<file path="src/rtl/result_frame_acc_pkg.sv">
// Shared types and width helpers for the result frame accumulator.
package result_frame_acc_pkg;

    // Frame controller states.
    typedef enum logic [1:0] {
        StIdle  = 2'd0,
        StAccum = 2'd1,
        StHold  = 2'd2
    } state_t;

    // Width of the frame-wide ones count: holds 0..FRAME_LEN*DATA_W.
    function automatic int unsigned sum_width(input int unsigned frame_len,
                                              input int unsigned data_w);
        return $clog2(frame_len * data_w + 1);
    endfunction

    // Width of the accepted-beat counter: holds 0..FRAME_LEN.
    function automatic int unsigned cnt_width(input int unsigned frame_len);
        return $clog2(frame_len + 1);
    endfunction

    // Width of a single-sample ones count: holds 0..DATA_W.
    function automatic int unsigned pc_width(input int unsigned data_w);
        return $clog2(data_w + 1);
    endfunction

endpackage

</file>
<file path="src/rtl/result_frame_acc_popcount_w.sv">
// Combinational population count of one DATA_W-bit sample.
module popcount_w
    import result_frame_acc_pkg::*;
#(
    parameter int unsigned DATA_W = 8,
    localparam int unsigned PC_W = pc_width(DATA_W)
) (
    input  logic [DATA_W-1:0] i_data,
    output logic [PC_W-1:0]   o_count
);

    logic [PC_W-1:0] w_sum;

    // Sum the individual bits of the sample.
    always_comb begin
        w_sum = '0;
        for (int i = 0; i < int'(DATA_W); i++) begin
            w_sum = w_sum + PC_W'(i_data[i]);
        end
    end

    assign o_count = w_sum;

endmodule

</file>
<file path="src/rtl/result_frame_acc.sv">
// Accumulates popcount, AND and OR over a fixed-length frame of samples and
// presents a registered summary with a valid/ready handshake.
module result_frame_acc
    import result_frame_acc_pkg::*;
#(
    parameter int unsigned DATA_W    = 8,
    parameter int unsigned FRAME_LEN = 16,
    localparam int unsigned SUM_W = sum_width(FRAME_LEN, DATA_W),
    localparam int unsigned CNT_W = cnt_width(FRAME_LEN),
    localparam int unsigned PC_W  = pc_width(DATA_W)
) (
    input  logic              clk,
    input  logic              rst,
    input  logic              start,
    input  logic              in_valid,
    input  logic [DATA_W-1:0] in_data,
    output logic              in_ready,
    input  logic              out_ready,
    output logic              out_valid,
    output logic [SUM_W-1:0]  out_popsum,
    output logic [DATA_W-1:0] out_and,
    output logic [DATA_W-1:0] out_or,
    output logic              busy
);

    localparam logic [CNT_W-1:0] LastCnt = CNT_W'(FRAME_LEN - 1);

    state_t            r_state;
    logic [SUM_W-1:0]  r_popsum;
    logic [DATA_W-1:0] r_and;
    logic [DATA_W-1:0] r_or;
    logic [CNT_W-1:0]  r_cnt;
    logic              r_out_valid;
    logic [SUM_W-1:0]  r_out_popsum;
    logic [DATA_W-1:0] r_out_and;
    logic [DATA_W-1:0] r_out_or;

    logic [PC_W-1:0]   w_pc;
    logic [SUM_W-1:0]  w_popsum_nxt;
    logic [DATA_W-1:0] w_and_nxt;
    logic [DATA_W-1:0] w_or_nxt;

    popcount_w #(
        .DATA_W (DATA_W)
    ) u_popcount (
        .i_data  (in_data),
        .o_count (w_pc)
    );

    // Accumulator values including the beat on the input this cycle.
    always_comb begin
        w_popsum_nxt = r_popsum + SUM_W'(w_pc);
        w_and_nxt    = r_and & in_data;
        w_or_nxt     = r_or | in_data;
    end

    // Frame controller with accumulators and registered summary outputs.
    always_ff @(posedge clk or posedge rst) begin
        if (rst) begin
            r_state      <= StIdle;
            r_popsum     <= '0;
            r_and        <= '0;
            r_or         <= '0;
            r_cnt        <= '0;
            r_out_valid  <= 1'b0;
            r_out_popsum <= '0;
            r_out_and    <= '0;
            r_out_or     <= '0;
        end else begin
            case (r_state)
                StIdle: begin
                    if (start) begin
                        r_state  <= StAccum;
                        r_popsum <= '0;
                        r_and    <= '1;
                        r_or     <= '0;
                        r_cnt    <= '0;
                    end
                end
                StAccum: begin
                    if (in_valid) begin
                        r_popsum <= w_popsum_nxt;
                        r_and    <= w_and_nxt;
                        r_or     <= w_or_nxt;
                        r_cnt    <= r_cnt + 1'b1;
                        if (r_cnt == LastCnt) begin
                            r_state      <= StHold;
                            r_out_valid  <= 1'b1;
                            r_out_popsum <= w_popsum_nxt;
                            r_out_and    <= w_and_nxt;
                            r_out_or     <= w_or_nxt;
                        end
                    end
                end
                StHold: begin
                    if (out_ready) begin
                        r_out_valid <= 1'b0;
                        if (start) begin
                            // Back-to-back frame: reopen without passing IDLE.
                            r_state  <= StAccum;
                            r_popsum <= '0;
                            r_and    <= '1;
                            r_or     <= '0;
                            r_cnt    <= '0;
                        end else begin
                            r_state <= StIdle;
                        end
                    end
                end
                default: r_state <= StIdle;
            endcase
        end
    end

    assign in_ready   = (r_state == StAccum);
    assign busy       = (r_state != StIdle);
    assign out_valid  = r_out_valid;
    assign out_popsum = r_out_popsum;
    assign out_and    = r_out_and;
    assign out_or     = r_out_or;

endmodule

</file>
<file path="config.mk">
export PLATFORM = sky130hd
export DESIGN_NAME = result_frame_acc
export DESIGN_NICKNAME = d
export VERILOG_FILES = /design/src/rtl/result_frame_acc_pkg.sv /design/src/rtl/result_frame_acc_popcount_w.sv /design/src/rtl/result_frame_acc.sv
export SDC_FILE = /design/constraint.sdc
export NUM_CORES = 1
export LEC_CHECK = 0
export CAP_MARGIN = 25
export CORE_ASPECT_RATIO = 0.75
export CORE_MARGIN = 2
export CORE_UTILIZATION = 40
export DETAILED_ROUTE_END_ITERATION = 12
export GPL_TIMING_DRIVEN = 0
export PLACE_DENSITY_LB_ADDON = 0.08
export REMOVE_ABC_BUFFERS = 1
export SLEW_MARGIN = 25
export SYNTH_ARGS = -nofsm -noshare
export SYNTH_HDL_FRONTEND = slang
export SYNTH_SLANG_ARGS = --single-unit
</file>
<file path="constraint.sdc">
create_clock -name clk -period 2.4 [get_ports clk]
set_input_delay 0.36 -clock clk [delete_from_list [all_inputs] [get_ports clk]]
set_output_delay 0.36 -clock clk [all_outputs]
set_load 0.05 [all_outputs]
</file>
==> results.txt <==
Observations from the implementation run.

Synth:
- Of the total synthesized cell area, the portion taken by XOR and XNOR cells is 0.0161.
- The stat command in Yosys gives a chip area of 2710 um2.
- Counting instances in the post-synthesis netlist gives the leading cell types as sky130_fd_sc_hd__nand2_1 (61), sky130_fd_sc_hd__dfrtp_1 (56), sky130_fd_sc_hd__o21ai_1 (24).
- Looking at the gate-level netlist, the highest instance count belongs to sky130_fd_sc_hd__nand2_1.
- The main area contributors are sky130_fd_sc_hd__dfrtp_1 (52%), sky130_fd_sc_hd__nand2_1 (8.4%), sky130_fd_sc_hd__o21ai_1 (4.4%), sky130_fd_sc_hd__ha_1 (4.2%), sky130_fd_sc_hd__fa_1 (3.7%).
- Counting flops with a built-in enable in the synthesized netlist gives 0.
- The run gives the total of flip-flops plus latches after synthesis as 56.
- The synthesized design spends more area on one cell type than any other, namely sky130_fd_sc_hd__dfrtp_1.

Power:
- The run gives the total design power as 4.34 mW.
- The leakage component of the power was reported as 1.63 nW.

Clock tree:
- The run puts the count of hold-fix buffers inserted at cts at 0.
- The run puts the number of buffers added for setup after CTS at 4.
- Per the TritonCTS log, the buffer count is 5.
- The run puts the maximum level of the CTS H-tree at 2.

Floorplan:
- Per the OpenROAD floorplan log, the area of the core is 6440 um2.
- Measured along the y axis, the die boundary spans 75.3 um.

Run:
- The run puts the count of tool warnings at 27.
- The run puts the number of max-cap violations at 0.

Setup path:
- STA lists the startpoint of the worst register-to-register path as r_cnt[0].
- STA puts the critical path data required time at 2610 ps.
- The worst setup path is captured at a register.

Final layout:
- The run gives the number of fill cells in the layout as 588.
- The run puts the post-layout utilization of the core at 0.532.
- The run puts the area growth from synthesis to layout at 26.4%.
- The run puts the net count of the finished layout at 345.

Status:
- The checks that failed: setup timing.
- The flow ran to the end, but the final reports show violations.

Route:
- Detailed routing inserted a total of 2030 vias.

STA:
- The run gives the setup-violating endpoint count in the final report as 15.
- The run gives the final setup skew as 9.20 ps.
- The run puts the fraction of the cycle the final worst path needs at 1.45.
- The most critical hold endpoint after final layout shows a slack of 342 ps.
- The run puts the worst setup slack after layout at -1080 ps.

Place:
- At the placement stage, the worst setup path has a slack of -2020 ps.
- Once placement finished, the instance area stood at 3140 um2.
- Routability-driven placement finished with a final weighted congestion of 0.779.
-- critical path: stages --
cell and delay (ps):
sky130_fd_sc_hd__buf_8 100, sky130_fd_sc_hd__ha_4 250, sky130_fd_sc_hd__inv_2 30, sky130_fd_sc_hd__fa_1 500, sky130_fd_sc_hd__fa_1 440, sky130_fd_sc_hd__fa_2 370, sky130_fd_sc_hd__fa_2 440, sky130_fd_sc_hd__buf_4 160
sky130_fd_sc_hd__fa_2 380, sky130_fd_sc_hd__nor2b_4 150, sky130_fd_sc_hd__o31a_1 210, sky130_fd_sc_hd__o21bai_1 80, sky130_fd_sc_hd__a22o_1 220
-- power by group --
part	leakage (nW)	internal (mW)	switching, mW
clock	0.0414	0.208	0.307
sequential	0.713	1.29	0.230
combinational	0.871	0.931	1.37
-- metal layers --
layer / share of wire / GRT usage / vias to the layer above / wire length, um
li1: - / - / 999 / -
met1: 0.51 / 0.237 / 991 / 2980
met2: 0.44 / 0.251 / 35 / 2580
met3: 0.046 / 0.0459 / 5 / 268
met4: 0.0097 / 0.0502 / 0 / 57
met5: 0 / 0 / - / 0
-- how the worst max path moves through the flow --
stage | from | to | slack (ps) | depth (start not counted)
after floorplan | in_data[0] | out_popsum[5] | -1270 | 12
after global placement | in_data[1] | out_popsum[7] | -2010 | 13
after detailed placement | in_data[1] | out_popsum[7] | -2020 | 13
after CTS | in_data[1] | out_popsum[5] | -1260 | 13
after global routing | in_data[1] | r_popsum[6] | -1150 | 13
final | in_data[1] | r_popsum[6] | -1080 | 13
-- area by class of cell --
type                       count  area [um2]  area share
sequential                    56        1400       0.409
multi-input combinational    188        1290       0.376
timing repair buffer          48         474       0.138
tap                           81         101      0.0296
inverter                      19        73.8      0.0215
clock buffer                   6        72.6      0.0212
clock inverter                 2        16.3     0.00474
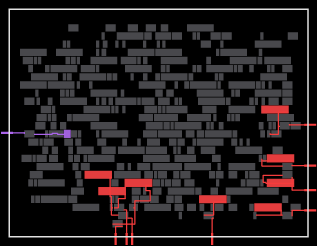
(port wiring)
(3 px per um)
`out_popsum`: drawn in red, bits 8, direction output, end cells 8, buffers 8, wire 184 um. `start`: drawn in purple, bits 1, direction input, end cells 1, buffers 1, wire 15.7 um.

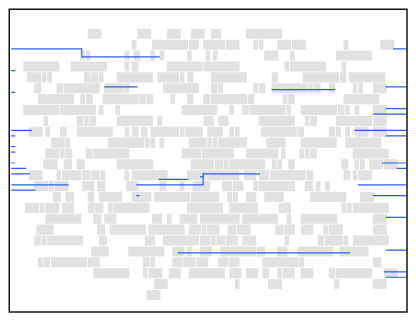
(M3 wires)
(4 px per um) Cells faint in the background.
28 nets have wire on it. The wires run mostly horizontal.

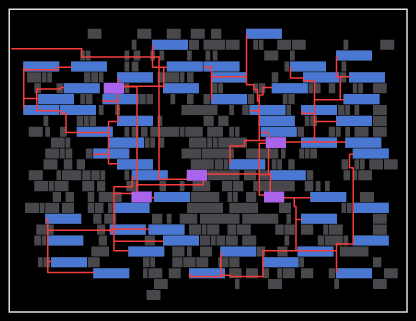
(clock wires, drivers and flops)
(4 px per um)
flip-flops: drawn in blue, count 56. clock-net drivers: drawn in purple, count 5. clock wires: drawn in red, length 673 um.
Position of the flops: all over the die.
power of the clock network: 0.515 mW
Clock power frac: 0.119
insertion delay of the later-clocked pin in the worst-skew pair: 310 ps

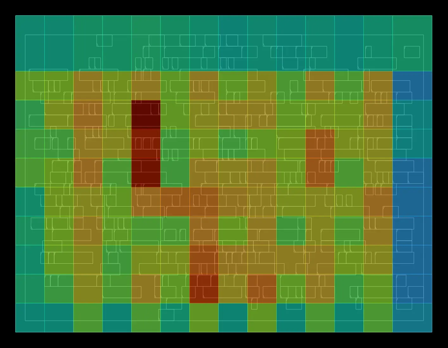
(routing congestion)
global routing met3 resource utilization: 0.0459
routed wire length per instance: 14.7 um
met1 layer usage reported by global route: 0.237

No activity file was given, so power comes from the tool's default toggle rates.
